Run 1, placement view:
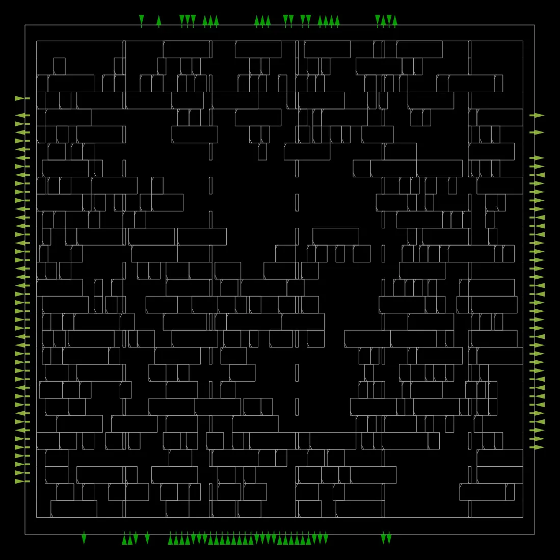
Run 1, metal 3:
Scale bar: 20 um.
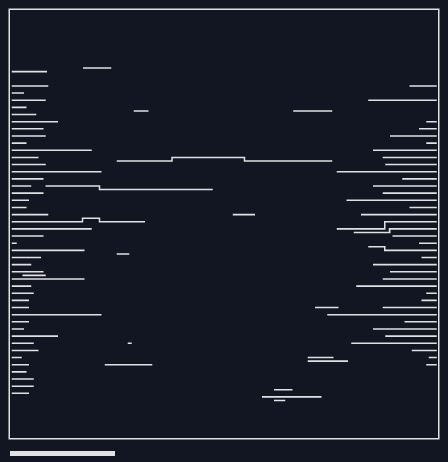
Run 1, wires at chosen ports, followed through buffers:
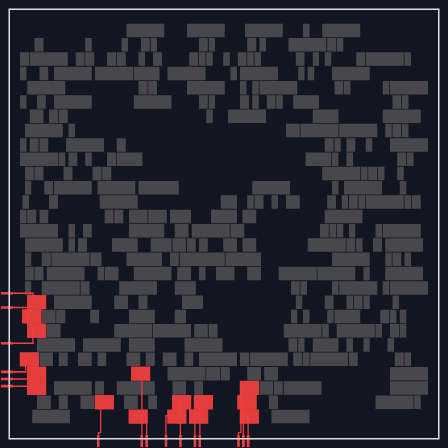
==> config.mk <==
export PLATFORM = sky130hd
export DESIGN_NAME = mem_port_arbiter_flat
export DESIGN_NICKNAME = d
export VERILOG_FILES = /design/src/rtl/mem_port_arbiter_if.sv /design/src/rtl/mem_port_arbiter.sv /design/src/flat_wrapper.sv
export SDC_FILE = /design/constraint.sdc
export NUM_CORES = 1
export LEC_CHECK = 0
export CAP_MARGIN = 20
export CORE_MARGIN = 1.5
export CORE_UTILIZATION = 45
export CTS_CLUSTER_SIZE = 20
export DETAILED_ROUTE_END_ITERATION = 8
export DONT_BUFFER_PORTS = 1
export GPL_ROUTABILITY_DRIVEN = 1
export PLACE_DENSITY_LB_ADDON = 0.25
export SLEW_MARGIN = 20
export SYNTH_ARGS = -nofsm -noshare
export SYNTH_HDL_FRONTEND = slang
export SYNTH_SLANG_ARGS = --single-unit
==> constraint.sdc <==
create_clock -name CLK -period 1.45 [get_ports CLK]
set_input_delay 0.145 -clock CLK [delete_from_list [all_inputs] [get_ports CLK]]
set_output_delay 0.145 -clock CLK [all_outputs]
set_load 0.005 [all_outputs]
==> impl_metrics.csv, run 1 <==
group,metric,value,unit
detailed_routing,postRouteAntennaNets,0,
global_route,initial_antenna_violation_count,0,
power_and_ir_drop,fin_total_pwr,3880,uW
sta,fmax,0.7079,GHz
clock_network,cts_max_level,3,
place,placed_cell_area,2791,sq um
floorplan,fp.dieW,81.43,um
detailed_routing,avgRoutedWirePerCell,15.86,um
clock_network,latest_clock_arrival_within_the_worst_skew_pair,0.33,ns
worst_setup_path,crit_required,1.31,ns
clock_network,clkTransAtPathRegs,0.07,ns
worst_hold_path,worstHoldPathCells,1,
outcome,outcome,"complete, but fails checks",
detailed_routing,routed.top_layer,"met4",
power_and_ir_drop,internal_power,2942,uW
sta,hold_violations,71,
outcome,violations,"negative hold slack",
synth,syn_nets,388,
detailed_routing,routed_via_density,5.595,
sta,hold_ws,-0.1227,ns
About 'placement view':
share of cell area taken by flip-flops and latches: 47.93%
number of standard cells in the final layout excluding fillers: 395
floorplan row count: 28

About 'metal 3':
nets with wire on the layer	89
share of all routed wire	12%
wire length on this layer	762 um
main direction	horizontal
longest straight run	21.4 um
met3 demand-to-capacity share in global routing: 8.000%
Post-Route WL: 6264 um
count of vias placed by the detailed router: 2210

About 'wires at chosen ports, followed through buffers':
color	port	direction	edge	end cells	wire
red	bus_DAddr	input	10 south, 6 west	16	98.2 um
Ports: 140
Port Buf Inserts: 0

==> run 1: synth_stat cells <==
library cell               number
sky130_fd_sc_hd__clkbuf_4       1
sky130_fd_sc_hd__buf_4          3
sky130_fd_sc_hd__a21oi_1       68
sky130_fd_sc_hd__buf_2          8
sky130_fd_sc_hd__nor2_4         2
sky130_fd_sc_hd__clkbuf_1       9
sky130_fd_sc_hd__dfxtp_1       72
sky130_fd_sc_hd__nand3b_1       1
sky130_fd_sc_hd__a211oi_1      16
sky130_fd_sc_hd__inv_1          1
sky130_fd_sc_hd__and3b_1        2
sky130_fd_sc_hd__nor3_1         1
sky130_fd_sc_hd__nor2_1         3
sky130_fd_sc_hd__clkbuf_2       1
sky130_fd_sc_hd__o21ai_0       18
sky130_fd_sc_hd__nor3b_4        2
sky130_fd_sc_hd__nand2_1       86
sky130_fd_sc_hd__buf_6          5
sky130_fd_sc_hd__or3b_1         1
sky130_fd_sc_hd__or2_2          1
sky130_fd_sc_hd__nor3b_1        1
sky130_fd_sc_hd__mux2i_1       16
==> run 1: layout make-up <==
class	count	area share, %
clock buffer	12	5.141
clock inverter	1	0.1658
inverter	1	0.2073
multi-input combinational	218	38.81
sequential	72	47.93
tap	75	3.109
timing repair buffer	16	4.643
==> run 1: worst max-delay path, delay by kind of cell (launching register included) <==
family	cells	cell delay, ns
flip-flops	1	0.33
AND/OR/NAND/NOR	1	0.12
buffers and inverters	4	0.49
==> run 1: what timing repair did <==
action                                  4_1_cts  5_1_grt
setup buffers                                 1        2
pin swaps                                     1        2
endpoints found under the hold margin        72       71
gates resized                                 6        5
endpoints found under the setup margin        2       19
gates cloned                                  1        0
Run 1, cell classes on the final placement:
Fill, decap, tap and diode cells in gray.
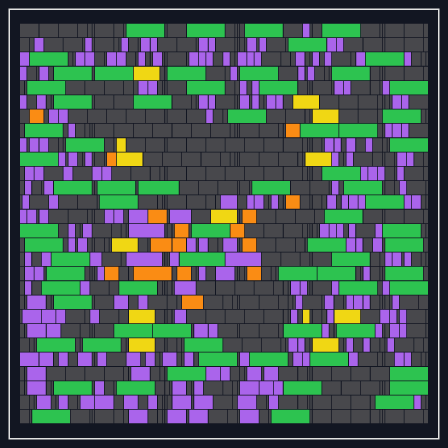

==> inputs of run 2 (changes only) <==
--- a/config.mk
+++ b/config.mk
@@ -14,4 +14,5 @@
 export GPL_ROUTABILITY_DRIVEN = 1
 export PLACE_DENSITY_LB_ADDON = 0.25
+export SKIP_LAST_GASP = 1
 export SLEW_MARGIN = 20
 export SYNTH_ARGS = -nofsm -noshare
==> constraint.sdc (replaced) <==
create_clock -name CLK -period 1.45 [get_ports CLK]
set_input_delay 0.145 -clock CLK [delete_from_list [all_inputs] [get_ports CLK]]
set_output_delay 0.145 -clock CLK [all_outputs]
set_load 0.02 [all_outputs]
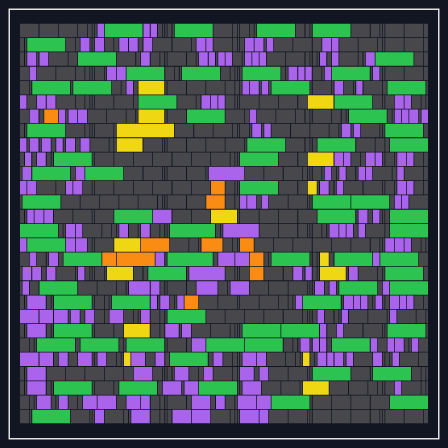
Run 2: cell classes on the final placement
Fill, decap, tap and diode cells in gray.
color	class	cells	share of their area
green	registers	72	49%
orange	remaining buffers and delay cells	11	3.7%
purple	remaining logic cells	219	40%
yellow	clock drivers and dummy loads	16	6.8%
core area: 5921 sq um
post-route standard cell area excluding fillers: 3025 sq um

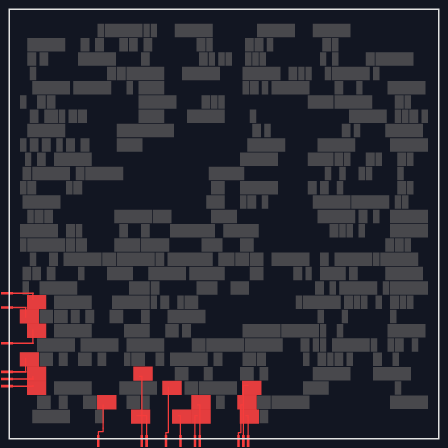
Run 2: wires at chosen ports, followed through buffers
color	port	direction	edge	end cells	wire
red	bus_DAddr	input	10 south, 6 west	16	101 um

==> run 2 against run 1 <==
The run still ends with negative hold slack left. Maximum frequency fell by 2.1%. Global-route usage down 0.28 points. Via count down 2.3%. Power grew 8.8%. Combinational power fell by 5%. Final cell count fell by 0.51%. Sequential cell count did not move. Synthesized cell count unchanged. Register-to-register slack worse by 0.03 ns. Clock skew shrank 0.0017 ns. Critical path type unchanged. Critical endpoint is now bus_MemWE. Highest routed layer unchanged.
==> impl_metrics.csv, run 2 <==
group,metric,value,unit
job,warnings,30,
synth,edf_count,0,
finish,logic_gate_count,218,
sta,hold_violations,71,
finish,clock_buffer_count,13,
synth,post-synth-top-count-cell,"sky130_fd_sc_hd__nand2_1",
floorplan,die_area,6630,sq um
detailed_routing,num_vias,2160,
clock_network,latest_clock_arrival_within_the_worst_skew_pair,0.33,ns
finish,buffers,11,
finish,share_of_cell_area_taken_by_flip_flops_and_latches,47.89,%
detailed_routing,avgRoutedWirePerCell,15.53,um
finish,antenna_cells,0,
detailed_routing,route.final.wire_length,6104,um
sta,hold_ws,-0.1269,ns
worst_hold_path,worstHoldPathCells,1,
detailed_routing,postRouteAntennaNets,0,
finish,comb_area_share,38.71,%
finish,finalNonFillerCells,393,
worst_setup_path,kind_of_end_point_of_the_critical_path,"output port",
worst_setup_path,crit_required,1.31,ns
finish,nonClkBufAreaFrac,3.598,%
finish,nNonClkInverters,1,
job,maxCapViolCount,0,
synth,most_frequently_used_flop_master_after_synthesis,"sky130_fd_sc_hd__dfxtp_1",
synth,syn_nets,388,
floorplan,fp.dieW,81.43,um
clock_network,cts_buffers,9,
clock_network,clkTransAtPathRegs,0.07,ns
synth,most_common_library_cells_after_synthesis,"sky130_fd_sc_hd__nand2_1, sky130_fd_sc_hd__dfxtp_1, sky130_fd_sc_hd__a21oi_1",
outcome,outcome,"complete, but fails checks",
floorplan,floorplan.tapcells,75,
synth,async_flop_share,0,%
clock_network,cts_max_level,3,
finish,seq_cells,72,
detailed_routing,routed_via_density,5.496,
floorplan,rows,28,
finish,clock_tree_area_fraction,6.576,%
place,placement.io_buffers,0,
sta,max_slew.worst_pin.slew,0.4385,ns
sta,fmax,0.6929,GHz
outcome,violations,"negative hold slack",
place,placed_cell_area,2776,sq um
==> run 2: cell counts after synthesis <==
Identical to the previous run, type by type.
==> run 2: through the flow <==
| step | power (uW) | setup TNS, ns |
|---|---|---|
| after floorplan | 2633 | 0 |
| after global placement | 2657 | 0 |
| after detailed placement | 2668 | 0 |
| after CTS | 4253 | -0.01754 |
| after global routing | 4381 | -0.05216 |
| final | 4220 | 0 |
==> run 2: power breakdown <==
group | switching (uW) | internal [uW]
Combinational | 185 | 159
Clock | 699 | 885
Sequential | 205 | 2090
==> run 2: cells by family (layout without fill, tap and decap cells) <==
| logic type | count (synthesis) | count (layout) | share of synthesized area (%) |
|---|---|---|---|
| AOI/OAI and AO/OA | 102 | 102 | 19.89 |
| buffers and inverters | 28 | 28 | 6.103 |
| DFF | 72 | 72 | 52.08 |
| muxes | 16 | 16 | 5.786 |
| and+or+nand+nor | 100 | 100 | 16.14 |
==> run 2: timing repair <==
action,CTS,global route
setup endpoints to repair,2,17
setup buffers,0,1
resized,7,5
pin swaps,2,2
hold endpoints to repair,72,72
==> run 2: critical path: cells and delay by family, from the launching register on <==
family / cells / cell delay (ns)
buffers and inverters: 1 / 0.12
DFF: 1 / 0.37
and+or+nand+nor: 2 / 0.47
==> run 2: per-layer routing <==
| layer | track usage, % | wire length, um | vias to the layer above |
|---|---|---|---|
| li1 | - | - | 1067 |
| met1 | 20.50 | 2457 | 983 |
| met2 | 29.59 | 2803 | 99 |
| met3 | 8.111 | 727 | 11 |
| met4 | 9.828 | 115 | 0 |
| met5 | 0 | 0 | - |
Power is estimated from default activity; no workload was simulated.
